## src/rtl/sap2_mini_ctrl.sv

```systemverilog
// SAP2-mini control sequencer: T-state ring, opcode decode and 30-bit control word.
// Optional single-step mode is enabled by defining SINGLE_STEP_EN (adds run/step inputs).
module sap2_mini_ctrl #(
  parameter logic [5:0] ALU_ADD = 6'b100100,
  parameter logic [5:0] ALU_SUB = 6'b011001
) (
  input  logic        clk,
  input  logic        clr,
`ifdef SINGLE_STEP_EN
  input  logic        run,
  input  logic        step,
`endif
  input  logic [7:0]  ins,
  input  logic        am,
  input  logic        az,
  input  logic        xm,
  input  logic        xz,
  output logic [29:0] con,
  output logic        hlt,
  output logic [5:0]  t
);

  typedef enum logic [6:0] {
    S_T1   = 7'b0000001,
    S_T2   = 7'b0000010,
    S_T3   = 7'b0000100,
    S_T4   = 7'b0001000,
    S_T5   = 7'b0010000,
    S_T6   = 7'b0100000,
    S_HALT = 7'b1000000
  } state_t;

  typedef enum logic [3:0] {
    OP_NOP, OP_LDA, OP_ADD, OP_SUB, OP_STA, OP_LDI, OP_JMP, OP_JZ,
    OP_JM,  OP_JXZ, OP_CALL, OP_RET, OP_IN, OP_OUT, OP_XOP, OP_HLT
  } op_t;

  localparam logic [29:0] M_LP  = 30'(1) << 29;
  localparam logic [29:0] M_CP  = 30'(1) << 28;
  localparam logic [29:0] M_EP  = 30'(1) << 27;
  localparam logic [29:0] M_LS  = 30'(1) << 26;
  localparam logic [29:0] M_ES  = 30'(1) << 24;
  localparam logic [29:0] M_LM  = 30'(1) << 23;
  localparam logic [29:0] M_WE  = 30'(1) << 22;
  localparam logic [29:0] M_CE  = 30'(1) << 21;
  localparam logic [29:0] M_LD  = 30'(1) << 20;
  localparam logic [29:0] M_LI  = 30'(1) << 18;
  localparam logic [29:0] M_EI  = 30'(1) << 17;
  localparam logic [29:0] M_EN  = 30'(1) << 15;
  localparam logic [29:0] M_LA  = 30'(1) << 14;
  localparam logic [29:0] M_EA  = 30'(1) << 13;
  localparam logic [29:0] M_EU  = 30'(1) << 6;
  localparam logic [29:0] M_LB  = 30'(1) << 5;
  localparam logic [29:0] M_INX = 30'(1) << 3;
  localparam logic [29:0] M_DEX = 30'(1) << 2;
  localparam logic [29:0] M_LO  = 30'(1) << 0;
  localparam logic [29:0] M_ADD = 30'(ALU_ADD) << 7;
  localparam logic [29:0] M_SUB = 30'(ALU_SUB) << 7;

  state_t      r_state;
  state_t      w_next;
  logic [29:0] w_con;
  logic        w_stall;
  op_t         w_op;
  logic        w_unused_xm;

  assign w_op        = op_t'(ins[7:4]);
  assign w_unused_xm = xm;

`ifdef SINGLE_STEP_EN
  logic r_step_d;
  logic r_wait;
  logic w_step_rise;

  assign w_step_rise = step & ~r_step_d;
  assign w_stall     = r_wait & (r_state == S_T1) & ~run & ~w_step_rise;

  // r_wait arms when an instruction ends; a reset clears it so fetch starts at once.
  always_ff @(posedge clk) begin
    if (clr) begin
      r_step_d <= 1'b0;
      r_wait   <= 1'b0;
    end else begin
      r_step_d <= step;
      if (r_state != S_T1 && w_next == S_T1)
        r_wait <= 1'b1;
      else if (r_state == S_T1 && !w_stall)
        r_wait <= 1'b0;
    end
  end
`else
  assign w_stall = 1'b0;
`endif

  always_comb begin
    // NOTE: defaults first so every path assigns both outputs and no latch is inferred.
    w_con  = '0;
    w_next = r_state;
    case (r_state)
      S_T1: begin w_con = M_EP | M_LM;        w_next = S_T2; end
      S_T2: begin w_con = M_CE | M_LI | M_CP; w_next = S_T3; end
      S_T3: begin
        w_next = S_T1;
        case (w_op)
          OP_LDA, OP_ADD, OP_SUB, OP_STA: begin w_con = M_EI | M_LM; w_next = S_T4; end
          OP_LDI:  w_con = M_EI | M_LA;
          OP_JMP:  w_con = M_EI | M_LP;
          OP_JZ:   w_con = az ? (M_EI | M_LP) : '0;
          OP_JM:   w_con = am ? (M_EI | M_LP) : '0;
          OP_JXZ:  w_con = xz ? (M_EI | M_LP) : '0;
          OP_CALL: begin w_con = M_EP | M_LS; w_next = S_T4; end
          OP_RET:  w_con = M_ES | M_LP;
          OP_IN:   w_con = M_EN | M_LA;
          OP_OUT:  w_con = M_EA | M_LO;
          OP_XOP:  w_con = (ins[3:0] == 4'd0) ? M_INX : (ins[3:0] == 4'd1) ? M_DEX : '0;
          OP_HLT:  w_next = S_HALT;
          default: w_con = '0;
        endcase
      end
      S_T4: begin
        w_next = S_T1;
        case (w_op)
          OP_LDA:         w_con = M_CE | M_LA;
          OP_ADD, OP_SUB: begin w_con = M_CE | M_LB; w_next = S_T5; end
          OP_STA:         begin w_con = M_EA | M_LD; w_next = S_T5; end
          OP_CALL:        w_con = M_EI | M_LP;
          default:        w_con = '0;
        endcase
      end
      S_T5: begin
        w_next = S_T1;
        case (w_op)
          OP_ADD:  w_con = M_EU | M_LA | M_ADD;
          OP_SUB:  w_con = M_EU | M_LA | M_SUB;
          OP_STA:  w_con = M_WE;
          default: w_con = '0;
        endcase
      end
      S_HALT:  w_next = S_HALT;
      default: w_next = S_T1;
    endcase
    if (w_stall) begin
      w_con  = '0;
      w_next = S_T1;
    end
  end

  // NOTE: state registers use <= so every flop samples pre-edge values.
  always_ff @(posedge clk) begin
    if (clr) r_state <= S_T1;
    else     r_state <= w_next;
  end

  // Masking with clr keeps a STA caught at T5 from writing during reset.
  assign con = clr ? '0 : w_con;
  assign hlt = (r_state == S_HALT);
  assign t   = r_state[5:0];

endmodule

```

## config.mk

```make
export PLATFORM = sky130hd
export DESIGN_NAME = sap2_mini_ctrl
export DESIGN_NICKNAME = d
export VERILOG_FILES = /design/src/rtl/sap2_mini_ctrl.sv
export SDC_FILE = /design/constraint.sdc
export NUM_CORES = 1
export LEC_CHECK = 0
export ABC_AREA = 1
export CORE_MARGIN = 2
export CORE_UTILIZATION = 34
export DETAILED_ROUTE_END_ITERATION = 7
export PLACE_DENSITY = 0.89
export SLEW_MARGIN = 20
export SYNTH_ARGS = -nofsm -noshare
export SYNTH_HDL_FRONTEND = slang
export SYNTH_SLANG_ARGS = --single-unit
```

## constraint.sdc

```tcl
create_clock -name clk -period 1.28 [get_ports clk]
set_input_delay 0.256 -clock clk [delete_from_list [all_inputs] [get_ports clk]]
set_output_delay 0.256 -clock clk [all_outputs]
set_load 0.02 [all_outputs]
```

Figure 1. Clock wiring as the flow saved it.
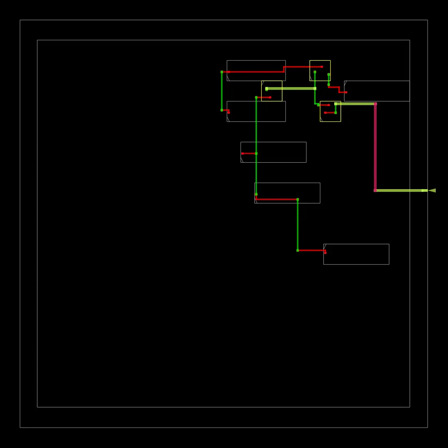
CTS sink cnt: 6
Seq Cell Count: 6
clock skew: 6.288 ps
Num CTS Buffers: 3

Figure 2. Metal layers overlaid.
Scale: 4 px per um.
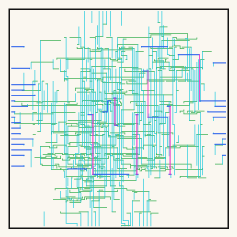
[blue] met3 | wire length: 119 um
[green] met1 | wire length: 1070 um
[magenta] met4 | wire length: 76.8 um
[cyan] met2 | wire length: 1670 um

==> Changelog: implementation <==
## Implementation

- RSZ-0062 raised after global routing: yes
- Seq. cell area: 137.6 um^2
- Die Width: 54.36 um
- Dominant cell type by area after synthesis: dfxtp_1
- Largest net degree at the start of global routing: 8
- Register-to-Register Path Depth: 7
- Yosys chip area: 862.1 um^2
- Clock Tree Root: clkbuf_4
- Tapcells: 30
- Fa+ha+maj area frac: 0%
- Biggest regs: r_state x6
- Top reg by flops: r_state
- Count of flip-flops with a built-in enable after synthesis: 0
- I/O Buffers: 42
- Failing checks: negative setup slack
- Combinational share of power: 54.7%
- Placer Congestion: 0.9058
- Hold Buf Count CTS: 0
- CP Launch Type: input port
- Final worst slack: -564.6 ps
- Slowest cell on crit path: clkdlybuf4s50_1
- Final setup fails: 25
- Placed Cells: 234
- Die Y: 54.36 um
- Final wirelength: 2939 um
- Routed length per instance: 12.14 um
- M3 GR Usage: 2.732%
- Area leader share: 13.93%
- DRC: 0
- Worst setup path startpoint: clr
- Synth mux share: 0%
- Bufs w/o clock: 70
- Xor/xnor cell area share of the yosys netlist: 0%
- Total sequential power: 0.223 mW
- Status: finished with violations
- Max clock buf depth: 2
Figure 3. Pin map.
Scale: 6 px per um. Pins as bars across the die edge, other pins in grey.
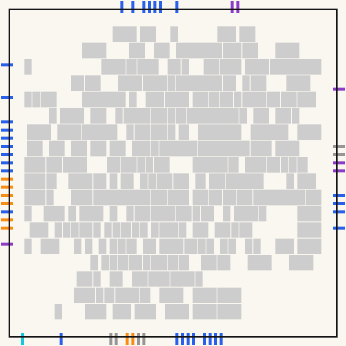
[purple] t | pins: 6 | direction: output | edge: 3 right, 2 top, 1 left
[orange] ins | pins: 8 | direction: input | edge: 6 left, 2 bottom
[blue] con | pins: 30 | direction: output | edge: 10 left, 9 bottom, 7 top, 4 right
[cyan] xm | pins: 1 | direction: input | edge: bottom
all pins by edge: 17 left, 16 bottom, 9 right, 9 top

Power figures rest on the tool's default switching activity, not on a simulated workload.
